**Routing congestion**

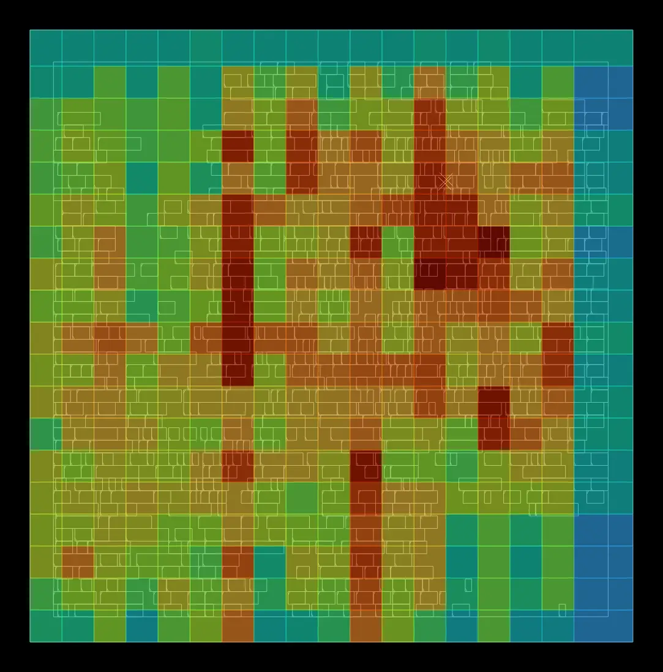
**Met2 routing**

Scale: 2 px per um. Cells faint in the background.
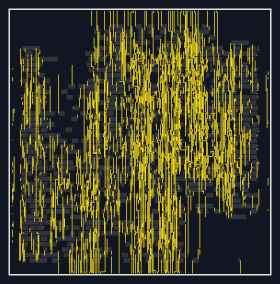
**A small window of the routed layout**

Window x 45 to 85, y 72 to 112 um. Cells in gray, sequential cells in the stronger gray; small squares are vias.
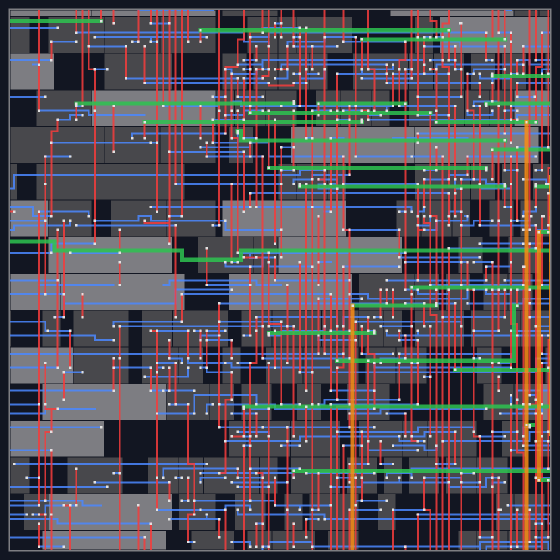
==> config.mk <==
export PLATFORM = sky130hd
export DESIGN_NAME = lsu_mem_master
export DESIGN_NICKNAME = d
export VERILOG_FILES = /design/src/rtl/lsu_mem_master.sv
export SDC_FILE = /design/constraint.sdc
export NUM_CORES = 1
export LEC_CHECK = 0
export CORE_AREA = 5 5 125 127
export CTS_CLUSTER_DIAMETER = 200
export DETAILED_ROUTE_END_ITERATION = 6
export DIE_AREA = 0 0 130 132
export HOLD_SLACK_MARGIN = 0.05
export PLACE_DENSITY = 0.87
export SLEW_MARGIN = 20
export SYNTH_ARGS = -nofsm -noshare
export SYNTH_HDL_FRONTEND = slang
export SYNTH_SLANG_ARGS = --single-unit
==> constraint.sdc <==
create_clock -name clk -period 5.35 [get_ports clk]
set_input_delay 1.07 -clock clk [delete_from_list [all_inputs] [get_ports clk]]
set_output_delay 1.07 -clock clk [all_outputs]
set_load 0.01 [all_outputs]
==> run summary <==
Max-area cell share = 47.3%
Peak VDD IR = 0.263 mV
Mapped Area = 6340 um^2
Worst slew pin tran = 1.08 ns
HPWL Detailed = 15.0 mm
Initial antenna violation count = 1
Worst-path fanout max = 37
Top cells, area = dfrtp_1 (47%), mux2_2 (7.8%), o21ai_0 (4.8%)
P_leak = 3.73 nW
Type of the worst setup path = flip-flop to output port
Floorplan utilization = 44.3%
Pre-CTS setup slack = 1.74 ns
Die H = 132 um
Failing checks = DRC
Worst path slowest cell = ha_2
Htree depth = 4
Commonest Layout Cell = clkdlybuf4s50_1
Setup-failing EPs final = 0
Rel. slew slack = 27.4%
Family with the most delay on the worst path = buffers and inverters
CP required = 4.28 ns
Worst hold slack = 0.485 ns
Max incr delay on CP = 0.63 ns
Late-Pin Clk Latency = 0.42 ns
Die ar. = 17200 um^2
Number of distinct library cells after synthesis = 57
Flop pwr share = 31.9%
Worst setup margin = 1.68 ns
Max Clock Skew = 0.00789 ns
Worst Setup End Kind = output port
Hold crit path type = flip-flop to flip-flop
Vias in the first global route = 5745
Syn Area/Cell = 10.4 um^2
DP Cell Count = 952
Final period utilization = 68.5%
MI comb area = 3040 um^2
CTS tree = yes
Sequential share of the synthesized area = 47.8%
Grt total ovfl = 0
Diode count = 0
Final hold violation count = 0
Post_cts resized = 0
Area Overhead vs Synth = 41.7%
Router iterations before antenna repair = 7
Pwr Density = 525 nW/um^2
Crit path buf inv count = 3
Final Non-Filler Cells = 984
Synth area leader = dfrtp_1
Fmax = 273 MHz
Nets = 894
Worst hold path depth = 2
Status = complete, but fails checks
Post-synth area from yosys stat = 6340 um^2
Fill cells = 1176
Clk slew on worst S/H paths = 0.06 ns
Share of cells above drive strength 1 = 13.0%
TNS Setup = 0 ns
Num rows = 44
Reg area = 3030 um^2
Placer congestion estimate = 0.864
Horiz. Die Dim = 130 um
Tool Warnings = 29
Sw Pwr = 0.00183 W
Path depth of the worst reg2reg path = 6
Largest net degree at the start of global routing = 48
CTS Buffer Depth = 2
Total I/O pin count = 204
RSZ-0062 raised after global routing = no
FF+latch count, synth = 121
Clock power frac = 22.9%
Ordered cell list for the critical path = inv_1, ha_2, buf_4, clkdlybuf4s50_1
Minimum clock period = 3.67 ns
Post-CTS setup buffers = 0
CORE AREA = 14300 um^2
Startpoint Class = flip-flop
Max Cap Violations = 0
GRT Total Usage = 23.8%
Power Internal = 0.00290 W
Num CTS Buffers = 17
Most frequent cells in the layout = clkdlybuf4s50_1 (201), dfrtp_1 (119), o21ai_0 (61)
CTS root buffer = clkbuf_16
Global-route wire length before repair = 31.8 mm
Routed Antenna Nets = 0
Iteration-0 DRC count of the detailed router = 629
Vias per inst = 5.83
CP arrival = 2.60 ns
Main flop type = dfrtp_1
Number of port buffers = 201
Hold_buf cts = 0
Residual DRC count = 2
EDFF count, synth = 0
Notes on 'routing congestion' above:
wire per inst: 20.5 um
final cell utilization of the core: 62.8%

Notes on 'met2 routing' above:
The wires run mostly vertical. The longest straight run is 58.3 um. The layer holds 47% of the routed length. The layer carries 9420 um of wire.
Routed Wire Length: 20.2 mm
met2 usage: 36.7%
routed via count: 5738

Notes on 'a small window of the routed layout' above:
Green shows metal 3. Orange shows metal 4. Blue shows metal 1. Red shows metal 2.
Most frequent: mux2_2 (17), o21ai_0 (15), nand3_1 (15). 131 logic cells have their middle in the window. Sequential cells in the window: 14.

## Yosys cell counts (all sizes together), types with 11 or more instances
master,n
a221o,16
a31oi,13
buf,11
clkbuf,41
dfrtp,120
inv,16
mux2,44
mux2i,12
nand2,48
nand3,22
nor2,28
nor2b,37
o21ai,64
o32ai,12
## final cells by class
cell class / count / share of cell area (%)
Multi-Input combinational cell: 422 / 33.8
Sequential cell: 121 / 33.7
Inverter: 16 / 0.696
Tap cell: 184 / 2.56
Timing Repair Buffer: 209 / 23.0
Clock inverter: 12 / 1.13
Clock buffer: 20 / 5.08
## power groups by stage
stage / clock, W / sequential, W / combinational [W]
floorplan: 0 / 0.00151 / 0.00125
global placement: 0 / 0.00150 / 0.00208
detailed placement: 0 / 0.00151 / 0.00212
CTS: 0.00109 / 0.00150 / 0.00214
global route: 0.00115 / 0.00155 / 0.00232
finish: 0.00108 / 0.00151 / 0.00214
## metal layers
layer  GRT usage (%)  share of wire, %  vias to the layer above
li1                -                 -                     2621
met1            31.6                39                     2763
met2            36.7                47                      320
met3            9.44                13                       32
met4            5.95               1.4                        2
met5               0             0.064                        -
## stage by stage
| step | instance area [um^2] | total power [W] |
|---|---|---|
| after floorplan | 6350 | 0.00276 |
| after global placement | 8430 | 0.00359 |
| after detailed placement | 8430 | 0.00364 |
| after CTS | 8980 | 0.00473 |
| after global routing | 8990 | 0.00502 |
| final | 8990 | 0.00472 |
## logic make-up after synthesis
| kind of cell | Yosys count | synth area share (%) |
|---|---|---|
| buf+inv | 68 | 4.64 |
| fa+ha+maj | 4 | 0.789 |
| mux | 57 | 10.1 |
| flops | 121 | 47.8 |
| compound gates | 179 | 21.0 |
| simple gates | 180 | 15.7 |
| other cells | 1 | 0.0591 |
## worst min-delay path, cell delays in order (launching register included)
cell	delay, ns
dfrtp_1	0.34
nand2_1	0.05
o21ai_0	0.06
No activity file was given, so power comes from the tool's default toggle rates.
